[config.mk]
export PLATFORM = sky130hd
export DESIGN_NAME = seg_scan_ctrl
export DESIGN_NICKNAME = d
export VERILOG_FILES = /design/src/rtl/seg_pkg.sv /design/src/rtl/seg_scan_ctrl_btn_debounce.sv /design/src/rtl/seg_scan_ctrl.sv
export SDC_FILE = /design/constraint.sdc
export NUM_CORES = 1
export LEC_CHECK = 0
export CAP_MARGIN = 25
export CORE_MARGIN = 1
export CORE_UTILIZATION = 47
export CTS_CLUSTER_SIZE = 25
export DETAILED_ROUTE_END_ITERATION = 10
export GPL_ROUTABILITY_DRIVEN = 0
export PLACE_DENSITY = 0.76
export SYNTH_ARGS = -nofsm -noshare
export SYNTH_HDL_FRONTEND = slang
export SYNTH_SLANG_ARGS = --single-unit
[constraint.sdc]
create_clock -name clk -period 2.05 [get_ports clk]
set_input_delay 0.41 -clock clk [delete_from_list [all_inputs] [get_ports clk]]
set_output_delay 0.41 -clock clk [all_outputs]
set_load 0.01 [all_outputs]
[src/rtl/seg_pkg.sv]
// Shared types and constants for the seven-segment scan controller.
package seg_pkg;

    typedef enum logic {
        ST_BLANK = 1'b0,
        ST_SHOW  = 1'b1
    } scan_state_t;

    localparam int NUM_DIGITS = 4;
    localparam int SEG_W      = 7;

    // Pattern that leaves every segment dark for the given segment polarity.
    function automatic logic [SEG_W-1:0] seg_blank(input logic active_low);
        return active_low ? 7'h7F : 7'h00;
    endfunction

endpackage

[src/rtl/seg_scan_ctrl_btn_debounce.sv]
// Button conditioning: two-flop synchronizer, stable-count debounce and a
// single-cycle pulse on each debounced rising edge.
module btn_debounce #(
    parameter int DEB_CYC = 100000
) (
    input  logic clk,
    input  logic rst_n,
    input  logic btn,
    output logic rise
);

    localparam int DW = $clog2(DEB_CYC + 1);
    localparam logic [DW-1:0] DEB_LAST = DW'(DEB_CYC - 1);

    logic          sync_a;
    logic          sync_b;
    logic          level;
    logic          level_d;
    logic [DW-1:0] count;

    // Bring the raw button into the clock domain before anything looks at it.
    always_ff @(posedge clk or negedge rst_n) begin
        if (!rst_n) begin
            sync_a <= 1'b0;
            sync_b <= 1'b0;
        end else begin
            sync_a <= btn;
            sync_b <= sync_a;
        end
    end

    // Accept a new level only after it has differed for DEB_CYC cycles in a row.
    always_ff @(posedge clk or negedge rst_n) begin
        if (!rst_n) begin
            level <= 1'b0;
            count <= '0;
        end else if (sync_b != level) begin
            if (count == DEB_LAST) begin
                level <= sync_b;
                count <= '0;
            end else begin
                count <= count + 1'b1;
            end
        end else begin
            count <= '0;
        end
    end

    // Delayed copy of the debounced level for edge detection.
    always_ff @(posedge clk or negedge rst_n) begin
        if (!rst_n) begin
            level_d <= 1'b0;
        end else begin
            level_d <= level;
        end
    end

    assign rise = level & ~level_d;

endmodule

[src/rtl/seg_scan_ctrl.sv]
// Four-digit multiplexed seven-segment driver with per-slot blanking, a
// frame-wide pattern snapshot and a button-toggled decimal/octal selection.
module seg_scan_ctrl
    import seg_pkg::*;
#(
    parameter int SCAN_DIV       = 1000,
    parameter int BLANK_CYC      = 50,
    parameter int DEB_CYC        = 100000,
    parameter int SEG_ACTIVE_LOW = 1
) (
    input  logic                        clk,
    input  logic                        rst_n,
    input  logic [NUM_DIGITS*SEG_W-1:0] dec_digits,
    input  logic [NUM_DIGITS*SEG_W-1:0] oct_digits,
    input  logic                        btn_mode,
    output logic                        nsyst,
    output logic [SEG_W-1:0]            seg_out,
    output logic [NUM_DIGITS-1:0]       an_n,
    output logic                        frame_done
);

    localparam int CW = $clog2(SCAN_DIV);
    localparam int PW = NUM_DIGITS * SEG_W;
    localparam logic [CW-1:0]    CNT_LAST   = CW'(SCAN_DIV - 1);
    localparam logic [CW-1:0]    BLANK_LAST = CW'(BLANK_CYC - 1);
    localparam logic [SEG_W-1:0] BLANK_PAT  = seg_blank(SEG_ACTIVE_LOW != 0);

    scan_state_t            state;
    scan_state_t            state_next;
    logic [1:0]             slot;
    logic [1:0]             slot_next;
    logic [CW-1:0]          cnt;
    logic [CW-1:0]          cnt_next;
    logic [PW-1:0]          snap;
    logic [PW-1:0]          snap_next;
    logic [SEG_W-1:0]       digit_next;
    logic [NUM_DIGITS-1:0]  an_next;
    logic                   press;

    btn_debounce #(
        .DEB_CYC (DEB_CYC)
    ) u_btn_debounce (
        .clk   (clk),
        .rst_n (rst_n),
        .btn   (btn_mode),
        .rise  (press)
    );

    // Each debounced press flips between decimal and octal display.
    always_ff @(posedge clk or negedge rst_n) begin
        if (!rst_n) begin
            nsyst <= 1'b1;
        end else if (press) begin
            nsyst <= ~nsyst;
        end
    end

    // Next scan position and the frame snapshot, refreshed only in slot-0 blanking.
    always_comb begin
        state_next = state;
        slot_next  = slot;
        cnt_next   = cnt + 1'b1;
        if (cnt == CNT_LAST) begin
            cnt_next   = '0;
            slot_next  = slot + 2'd1;
            state_next = ST_BLANK;
        end else if (state == ST_BLANK && cnt == BLANK_LAST) begin
            state_next = ST_SHOW;
        end

        snap_next = snap;
        if (state == ST_BLANK && slot == 2'd0) begin
            snap_next = nsyst ? dec_digits : oct_digits;
        end
    end

    // Outputs are decoded from the next state so they land on the same edge.
    always_comb begin
        digit_next = snap_next[slot_next*SEG_W +: SEG_W];
        an_next    = '1;
        an_next[slot_next] = 1'b0;
    end

    // Scan state, snapshot and registered display outputs.
    always_ff @(posedge clk or negedge rst_n) begin
        if (!rst_n) begin
            state      <= ST_BLANK;
            slot       <= 2'd0;
            cnt        <= '0;
            snap       <= {NUM_DIGITS{BLANK_PAT}};
            an_n       <= '1;
            seg_out    <= BLANK_PAT;
            frame_done <= 1'b0;
        end else begin
            state      <= state_next;
            slot       <= slot_next;
            cnt        <= cnt_next;
            snap       <= snap_next;
            frame_done <= (slot_next == 2'd3) && (cnt_next == CNT_LAST);
            if (state_next == ST_SHOW) begin
                an_n    <= an_next;
                seg_out <= digit_next;
            end else begin
                an_n    <= '1;
                seg_out <= BLANK_PAT;
            end
        end
    end

endmodule

Run 1, wire density map:
Drawn at 4 px/µm. The die is cut into 18 by 18 equal tiles; white is low, dark blue is high, scaled to the fullest tile. Values are wire area over tile area, all layers added.
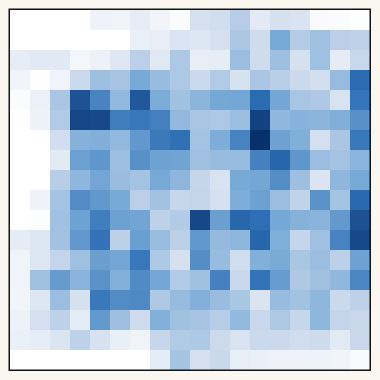
24% of the tiles are over half the peak. The emptiest ninth of the die: top left. The fullest tile reaches 0.44. The densest ninth of the die: right middle. 9.0% of the tiles are nearly empty.

Run 1, routed clock nets over the placement:
Drawn at 6 px/µm.
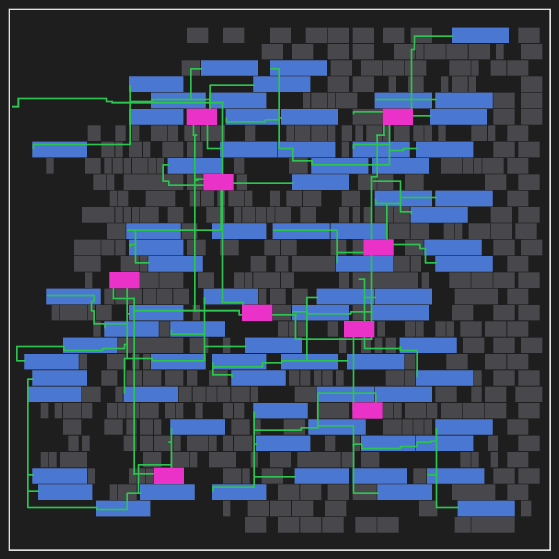
Magenta is cells driving clock nets, count 9. Green is clock wires, length 917 µm. Blue is flip-flops, count 75.
Position of the flops: all over the die.

Run 1, wires at chosen ports, followed through buffers:
Drawn at 6 px/µm.
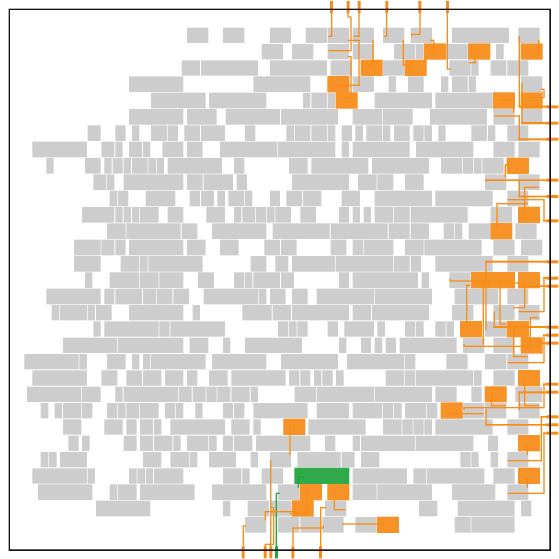
Orange is dec_digits, direction input, edge 17 right, 6 top, 5 bottom, end cells 28, buffers 28, wire 476 µm. Green is btn_mode, direction input, edge bottom, end cells 1, buffers 1, wire 12.1 µm.

Run 1, track usage over the die:
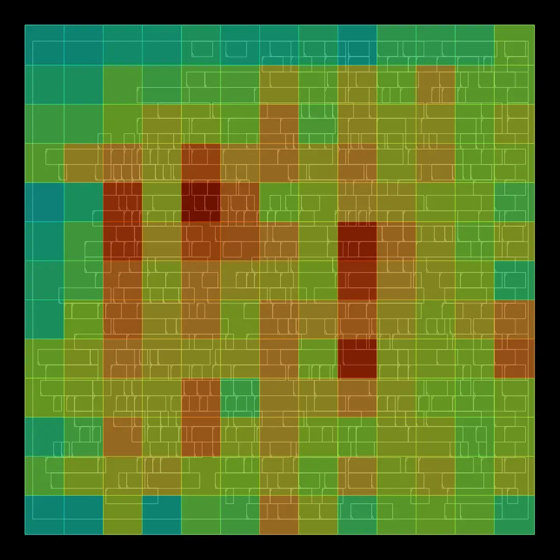
drt wl/cell: 14.14 µm
met1 usage: 26.96%
most used routing layer in global routing: met2
global routing usage summed across all routing layers: 20.71%

==> impl_metrics.py, run 1 <==
# Physical implementation metrics
metrics = {
    "sta": {
        "whs_ps": 71.86,
        "report.final.hold_viol_count": 0,
        "setup_total_negative_slack_ps": -108.8,
        "final.setup.worst_slack_ps": -108.8,
        "tightestPinTransition_ps": 488.3,
        "top_achievable_clock_speed_mhz": 463.2,
        "timing_max_transition_violations_final": 0,
        "finalWorstPathRequiredPeriod_ps": 2159,
        "setup_violations": 1,
    },
    "logic_synthesis": {
        "post_synth_mux_area_share_pct": 8.339,
        "yosys.stat.seqShare_pct": 53.07,
        "synth.logic.top_family": "simple AND/OR/NAND/NOR gates",
        "postSynth.topFlopCell": "sky130_fd_sc_hd__dfstp_2",
        "synth_cells": 350,
        "ys_async_sr_fraction_pct": 100.0,
        "synth-xor-area-share_pct": 5.307,
        "ys.flops": 75,
        "yosys_chip_area_um2": 3631,
        "synthesis.area_per_instance_um2": 10.37,
        "netlist_top_cells_area": "sky130_fd_sc_hd__dfstp_2 (29%), sky130_fd_sc_hd__dfrtp_1 (24%), sky130_fd_sc_hd__mux2i_1 (7.7%)",
        "synth.cellmix.adderShare_pct": 1.723,
        "largest_area_cell": "sky130_fd_sc_hd__dfstp_2",
        "post-synth-top-count-cell": "sky130_fd_sc_hd__dfstp_2",
        "ys_sh_simple_pct": 15.06,
        "aoi_share_pct": 12.13,
    },
    "layout": {
        "syn_to_final_growth_pct": 35.04,
        "seq-cell-share_pct": 39.30,
        "n_all_inverters": 19,
        "register_area_um2": 1927,
        "n_antenna_cell": 0,
        "largest_reg_flops": 28,
        "utilization_pct": 66.54,
        "clk_share_pct": 4.746,
        "largest_class": "sequential cells",
    },
    "critical_path": {
        "worst_r2r_startpoint": "cnt[0]",
        "path_cells": "ha_1 > nand4bb_1 > nor3_2 > mux2_2 > or4b_4 > a2111oi_4",
        "critical_path_depth": 6,
        "cpMaxStageDelayCell": "sky130_fd_sc_hd__or4b_4",
        "critical_path.n_buffers_inverters": 0,
        "critPathMaxFanout": 2,
        "r2r_cells": 6,
        "worst_r2r_end": "frame_done",
    },
    "routing": {
        "route.top_layer_used": "met4",
        "detailroute.wirelength.met2_um": 3810,
        "remaining_drc_errors": 0,
        "drtPass1Iterations": 4,
        "drt_iter0_markers": 116,
        "detail_route.vias_per_cell": 5.192,
    },
    "cts": {
        "clkTransAtPathRegs_ps": 90,
        "cts_resized": 0,
        "clk_path_buf_depth": 2,
        "cts_setup_buffers": 1,
    },
    "floorplanning": {
        "dieArea_um2": 8081,
        "row_count": 31,
        "die-height_um": 89.90,
        "floorplan.initialDensity_pct": 49.27,
        "core_region_area_um2": 7370,
    },
    "placement": {
        "detailedPlace.worstSlack_ps": -9.300,
        "portBuffers": 71,
    },
    "grt": {
        "vias_in_the_first_global_route": 2836,
        "grt.overflow.total": 0,
        "global_route.usage.met2_pct": 34.04,
        "grt_first_pass_wirelength_um": 13350,
        "grt_max_degree": 76,
    },
    "power_and_ir_drop": {
        "internal-power_mw": 2.408,
        "power-top-group": "registers",
        "static-leakage-power_nw": 1.971,
        "comb_cell_power_mw": 0.229,
        "sequential_group_share_of_total_power_pct": 50.1,
        "clock_network_power_share_pct": 42.5,
        "switching_share_pct": 22.16,
        "power_density_nw_per_um2": 630.8,
    },
    "run_status": {
        "result_of_the_run": "finished, violations left",
        "violations": "negative setup slack",
    },
    "min_path": {
        "hp-class": "input pin to asynchronous set/reset pin",
    },
}
==> run 2: changes to the inputs <==
--- a/config.mk
+++ b/config.mk
@@ -8,7 +8,7 @@
 export CAP_MARGIN = 25
 export CORE_MARGIN = 1
 export CORE_UTILIZATION = 47
-export CTS_CLUSTER_SIZE = 25
+export CTS_CLUSTER_SIZE = 30
 export DETAILED_ROUTE_END_ITERATION = 10
 export GPL_ROUTABILITY_DRIVEN = 0
 export PLACE_DENSITY = 0.76
Run 2, wires at chosen ports, followed through buffers:
Drawn at 6 px/µm.
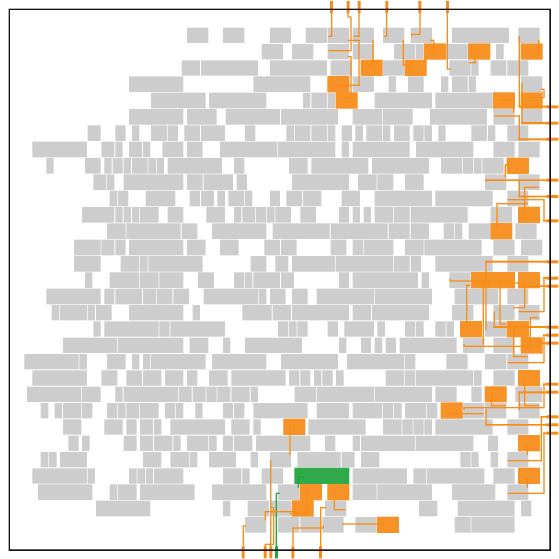
count of input and output buffers: 71
# IOs: 72

==> run 2 against run 1 <==
  * The flow still finishes with violations (negative setup slack)
  * Die area unchanged
  * First-iteration DRC count did not move
  * Maximum frequency unchanged
  * Sequential power is essentially flat
  * Utilization unchanged
  * Clock skew is the same
  * Power did not move
  * Critical path depth unchanged
  * Clock power about the same
==> impl_metrics.py, run 2 <==
# Physical implementation metrics
metrics = {
    "run_status": {
        "result_of_the_run": "finished, violations left",
        "violations": "negative setup slack",
    },
    "routing": {
        "remaining_drc_errors": 0,
        "via_count": 2819,
        "drt_iter0_markers": 116,
        "drt-wirelength-per-cell_um": 14.14,
        "met3RoutedLength_um": 284,
        "detail_route.vias_per_cell": 5.192,
        "detailroute.wirelength.met2_um": 3810,
        "drtPass1Iterations": 4,
        "route.top_layer_used": "met4",
        "detail_route.wirelength.met1_um": 3459,
    },
    "critical_path": {
        "timing_worst_setup_path_type": "register to register",
        "worst_r2r_end": "frame_done",
        "worst_r2r_startpoint": "cnt[0]",
        "critical_path.startpoint_type": "register",
        "critPathMaxFanout": 2,
        "critical_path.n_buffers_inverters": 0,
        "cpMaxStageDelayCell": "sky130_fd_sc_hd__or4b_4",
        "crit_path_from": "cnt[0]",
        "path_cells": "ha_1 > nand4bb_1 > nor3_2 > mux2_2 > or4b_4 > a2111oi_4",
        "critical_path_depth": 6,
        "setup.reg_to_reg.worst_slack_ps": -110,
        "cp.required_ps": 2290,
        "r2r_cells": 6,
    },
    "min_path": {
        "hp-class": "input pin to asynchronous set/reset pin",
    },
    "sta": {
        "setup_violations": 1,
        "report.final.hold_viol_count": 0,
        "whs_ps": 71.86,
        "top_achievable_clock_speed_mhz": 463.2,
        "finalWorstPathRequiredPeriod_ps": 2159,
        "setup_total_negative_slack_ps": -108.8,
        "timing_max_transition_violations_final": 0,
        "final.setup.worst_slack_ps": -108.8,
        "relSlewSlack_pct": 67.20,
        "tightestPinTransition_ps": 488.3,
    },
    "power_and_ir_drop": {
        "static-leakage-power_nw": 1.971,
        "power-top-group": "registers",
        "internal-power_mw": 2.408,
        "comb_cell_power_mw": 0.229,
        "seq-power_mw": 1.55,
        "share_of_total_power_in_combinational_logic_pct": 7.4,
        "sequential_group_share_of_total_power_pct": 50.1,
        "totalPowerFinal_mw": 3.093,
        "clock_network_power_share_pct": 42.5,
        "ir_worst_vdd_uv": 440.7,
        "power_density_nw_per_um2": 630.8,
        "switching_share_pct": 22.16,
    },
    "layout": {
        "n_clock_buffer": 10,
        "utilization_pct": 66.54,
        "seq-cell-share_pct": 39.30,
        "largest_class": "sequential cells",
        "seq_cells": 75,
        "fillerInstances": 573,
        "layout_cells_sized_above_1_pct": 21.40,
        "n_antenna_cell": 0,
        "largest-register": "snap",
        "largest_reg_flops": 28,
        "syn_to_final_growth_pct": 35.04,
        "register_area_um2": 1927,
        "repair_and_plain_buffers": 97,
        "n_all_inverters": 19,
        "layout_top_cells_excl_fill_tap": "sky130_fd_sc_hd__clkdlybuf4s50_1 (69), sky130_fd_sc_hd__dfstp_2 (40), sky130_fd_sc_hd__dfrtp_1 (35)",
        "clk_share_pct": 4.746,
        "combAreaFraction_pct": 32.28,
    },
    "logic_synthesis": {
        "ys_sh_simple_pct": 15.06,
        "yosysUniqueCellTypes": 42,
        "synth-xor-area-share_pct": 5.307,
        "synth.cellmix.adderShare_pct": 1.723,
        "synthesis.area_per_instance_um2": 10.37,
        "synth.logic.top_family": "simple AND/OR/NAND/NOR gates",
        "synth_cells": 350,
        "largest_area_cell": "sky130_fd_sc_hd__dfstp_2",
        "ys_async_sr_fraction_pct": 100.0,
        "postSynth.topFlopCell": "sky130_fd_sc_hd__dfstp_2",
        "yosys.stat.seqShare_pct": 53.07,
        "synthDominantCellAreaShare_pct": 28.95,
        "post_synth_instance_area_um2": 3631,
        "post-synth-top-count-cell": "sky130_fd_sc_hd__dfstp_2",
        "aoi_share_pct": 12.13,
        "yosys_chip_area_um2": 3631,
        "post_synth_mux_area_share_pct": 8.339,
        "netlist_top_cells_area": "sky130_fd_sc_hd__dfstp_2 (29%), sky130_fd_sc_hd__dfrtp_1 (24%), sky130_fd_sc_hd__mux2i_1 (7.7%)",
        "ys.flops": 75,
    },
    "grt": {
        "grt.overflow.total": 0,
        "globalRoute.busiestLayer": "met2",
        "grt_max_degree": 76,
        "grt_first_pass_wirelength_um": 13350,
        "vias_in_the_first_global_route": 2836,
        "global_route.usage.total_pct": 20.71,
        "globalRouteMet1Util_pct": 26.96,
        "global_route.usage.met2_pct": 34.04,
    },
    "cts": {
        "clock_latency_ps": 360,
        "clkSinkCount": 75,
        "cts_resized": 0,
        "cts-htree-levels": 3,
        "clk_path_buf_depth": 2,
        "hold_buffers": 0,
        "clkTransAtPathRegs_ps": 90,
        "cts_setup_buffers": 1,
    },
    "floorplanning": {
        "core_region_area_um2": 7370,
        "die_x_um": 89.90,
        "tap-cell-count": 99,
        "dieArea_um2": 8081,
        "row_count": 31,
        "die-height_um": 89.90,
        "floorplan.initialDensity_pct": 49.27,
    },
    "placement": {
        "numPlacedInstances": 526,
        "detailedPlace.worstSlack_ps": -9.300,
    },
    "flow_run": {
        "max_cap_violations": 0,
    },
}
Power figures rest on the tool's default switching activity, not on a simulated workload.
